==> config.mk <==
export PLATFORM = sky130hd
export DESIGN_NAME = alu
export DESIGN_NICKNAME = d
export VERILOG_FILES = /design/src/rtl/imhotep_pkg.sv /design/src/rtl/alu_shifter.sv /design/src/rtl/alu.sv
export SDC_FILE = /design/constraint.sdc
export NUM_CORES = 1
export LEC_CHECK = 0
export CAP_MARGIN = 20
export CELL_PAD_IN_SITES_DETAIL_PLACEMENT = 1
export CELL_PAD_IN_SITES_GLOBAL_PLACEMENT = 1
export CORE_MARGIN = 4
export CORE_UTILIZATION = 44
export DETAILED_ROUTE_END_ITERATION = 10
export GPL_TIMING_DRIVEN = 0
export MAX_ROUTING_LAYER = met4
export PLACE_DENSITY_LB_ADDON = 0.1
export RECOVER_POWER = 50
export SKIP_CTS_REPAIR_TIMING = 1
export SLEW_MARGIN = 0
export SYNTH_ARGS = -nofsm -noshare
export SYNTH_HDL_FRONTEND = slang
export SYNTH_SLANG_ARGS = --single-unit
==> constraint.sdc <==
create_clock -name clk_i -period 8.5 [get_ports clk_i]
set_clock_uncertainty 0.15 [all_clocks]
set_input_delay 0.85 -clock clk_i [delete_from_list [all_inputs] [get_ports clk_i]]
set_output_delay 0.85 -clock clk_i [all_outputs]
set_load 0.005 [all_outputs]
run_1/logic_types.png
(2 px per um)
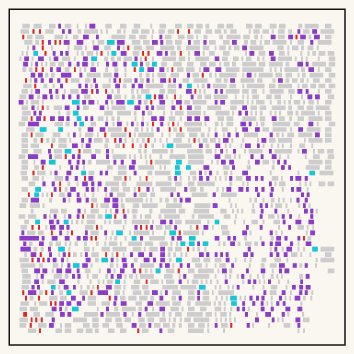
Cyan marks non-inverting ao/oa cells, cells 51, most used a21o_1. Red marks inv cells, cells 110, most used inv_1. Purple marks aoi and oai cells, cells 494, most used o21ai_0, where spread over the die.
non-filler instance count after layout: 2094
most numerous logic cell after layout: nor2_1
multi-input gate share of total cell area: 65.7%

run_1/metal_density.png
(2 px per um) The die is cut into 33 by 33 equal tiles; white is low, dark blue is high, scaled to the fullest tile. Values are wire area over tile area, all layers added.
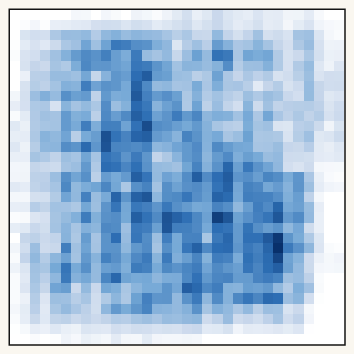
35% of the tiles are over half the peak. The emptiest ninth of the die: upper right. The mean over all tiles is 0.41. 6.2% of the tiles are nearly empty. The fullest tile reaches 1.1.
Vias: 14800
Total Wirelength: 64100 um

run_1/clk_routes.png
(3 px per um)
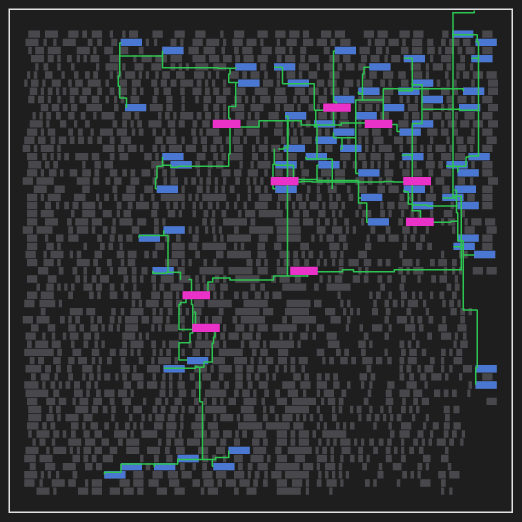
Blue marks flip-flops, count 65. Magenta marks clock drivers, count 9. Green marks clock wires, length 1320 um.
There are 10 routed clock nets.
clock-net power: 0.000406 W
worst skew pair latency: 350 ps
Clk network pwr share: 26.3%

==> Changelog: implementation, run 1 <==
## Implementation

* Chip Height at 167 um
* Area leader share at 11.7%
* Rel. slew slack at just under 9%
* Sequential share of power at between 20 and 25%
* Top-count cell post-synth: nor2_1
* Status: completed
* Asr flop ratio synth at 0%
* Worst-margin pin slew at 1360 ps
* Root buffer cell: clkbuf_16
* Met2 WL at 27200 um
* Iteration-0 DRC Markers at 2092
* Worst path most repeated cell: o31ai_1
* Max incr delay on CP at about 610 ps
* H-Tree Depth at 3
* CTS tree: built
* Largest net degree at the start of global routing at 14
* Count of multi-input gates at 1287
* Hold Crit Depth at 2
* Mux area share at about 13%
* Clk pin slew, worst setup/hold paths at 60 ps
* DR pass1 iterations at 6
* Critical Path RT at around 8600 ps
* Synth area leaders: dfxtp_1 12%, ha_1 11%, mux4_2 7.3%
* Crit. path cell count at 16
* GR Layer Usage met1 at 53.9%
* Placed inst area at around 13000 um^2
* Net Switching at 0.000702 W
run_1/congestion.png
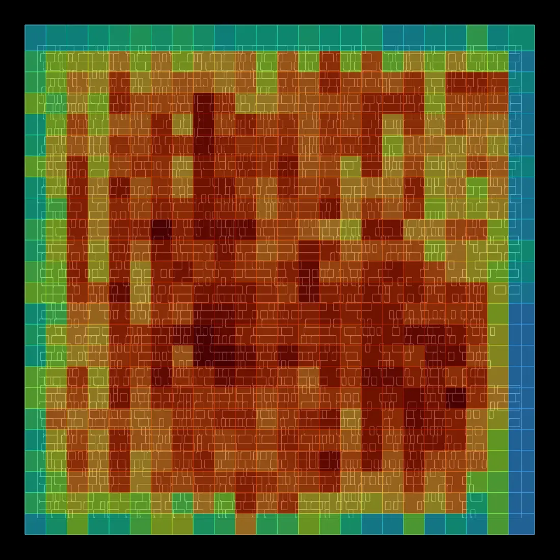

==> run 2, diff against run 1 <==
- CORE_UTILIZATION: 44 -> 41
- clock period: 8.5 -> 5.6 ns (I/O delays scaled with it)
run_2/congestion.png
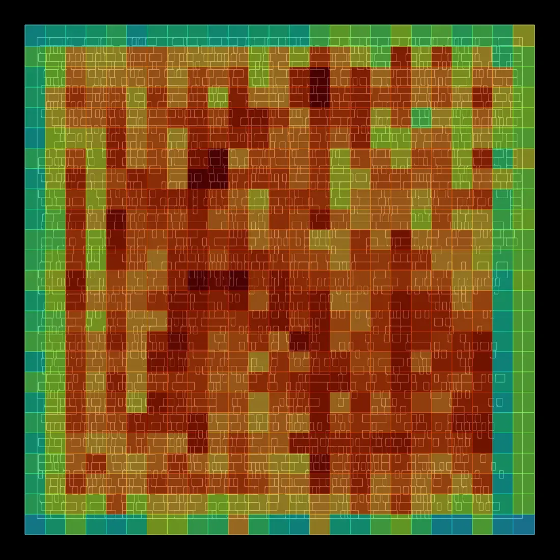
grt peak-use layer: met2
fin util: 50.3%
met3 usage: 10.4%

run_2/clk_routes.png
(3 px per um)
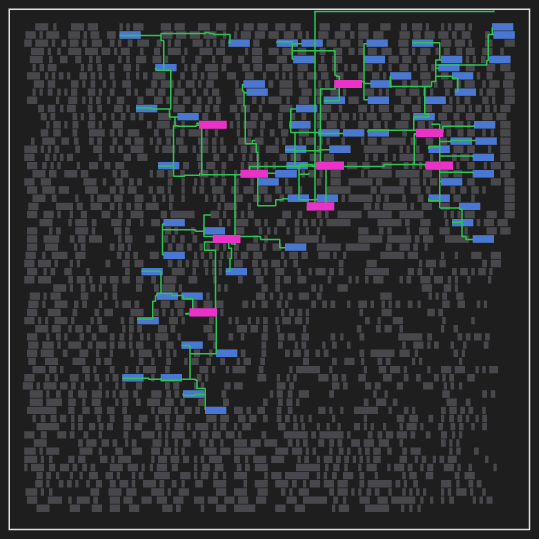
Clk network pwr share: 24.6%
clock-net power: 0.000563 W

==> Changelog: implementation, run 2 <==
## Implementation

* Critical-path cell list: clkdlybuf4s50_1 > buf_2 > buf_2 > inv_2 > buf_2 > ha_1 > buf_2 > nor3_1 > o31ai_1 > a21oi_2 > o31ai_2 > a2111oi_2 > o31ai_1 > o31a_1 > o21bai_2 > xnor2_1 > o21ai_1 (was clkdlybuf4s50_1 > buf_2 > inv_2 > buf_1 > clkbuf_1 > ha_1 > nor3_1 > o31ai_1 > a21oi_2 > o31ai_2 > a2111oi_2 > o31ai_1 > o31a_1 > o21bai_2 > xnor2_1 > o21ai_1)
* H-Tree Depth at 3 (unchanged)
* Initial antenna violation count at 2 (was 10)
* Placed inst area at 13200 um^2 (about the same)
* Worst path most repeated cell: buf_2 (was o31ai_1)
* Hold Crit Depth at 2 (unchanged)
* Worst vdd ir at 0.143 mV (was 0.0949 mV)
* Invs w/o clock at 110 (unchanged)
* Crit. path cell count at 17 (was 16)
* Clk pin slew, worst setup/hold paths at 60 ps (about the same)
* Vias at 14600 (was 14800)
* Post-Synth AOI/OAI Area at 32.2% (unchanged)
* Worst skew pair latency at 350 ps (about the same)
* First-pass GRT wire length at 95600 um (was 94100 um)
* Tapcells at 341 (was 324)
* Area leader share at 11.7% (unchanged)
* Sum of negative setup slack at 0 ps (unchanged)
* Top-count cell post-synth: nor2_1 (unchanged)
* Met2 WL at 28100 um (was 27200 um)
* # Cells Yosys at 1578 (unchanged)
* Synth area leaders: dfxtp_1 12%, ha_1 11%, mux4_2 7.3% (unchanged)
* WP data arrival at 5350 ps (was 5970 ps)
* Root buffer cell: clkbuf_16 (unchanged)
* DR pass1 iterations at 5 (was 6)
* Worst-margin pin slew at 1140 ps (was 1360 ps)
* Most numerous logic cell after layout: nor2_1 (unchanged)
* Critical Path RT at 5680 ps (was 8580 ps)
* Top pwr grp: combinational cells (unchanged)
* Non-filler instance count after layout at 2101 (was 2094)
* Count of multi-input gates at 1287 (unchanged)
* Largest net degree at the start of global routing at 14 (unchanged)
* Main flop type: dfxtp_1 (unchanged)
* Mux area share at 12.5% (unchanged)
* Multi-input gate share of total cell area at 65.8% (was 65.7%)
* Cell type with the largest total area: dfxtp_1 (unchanged)
* GR Layer Usage met1 at 51.9% (was 53.9%)
* Total Wirelength at 65100 um (was 64100 um)
* Number of vias per cell at 6.94 (was 7.06)
* Net Switching at 0.00105 W (was 0.000702 W)
* Sequential share of power at 22.4% (was 21.7%)
* Rel. slew slack at 22.9% (was 8.83%)
* Post-synth seq share at 11.7% (unchanged)
* CTS tree: built (unchanged)
* Iteration-0 DRC Markers at 1918 (was 2092)
* Asr flop ratio synth at 0% (unchanged)
* Max incr delay on CP at 670 ps (was 610 ps)
* Status: completed (unchanged)
* Flops after synth at 65 (unchanged)
* Crit path capture type: flip-flop (unchanged)
No activity file was given, so power comes from the tool's default toggle rates.
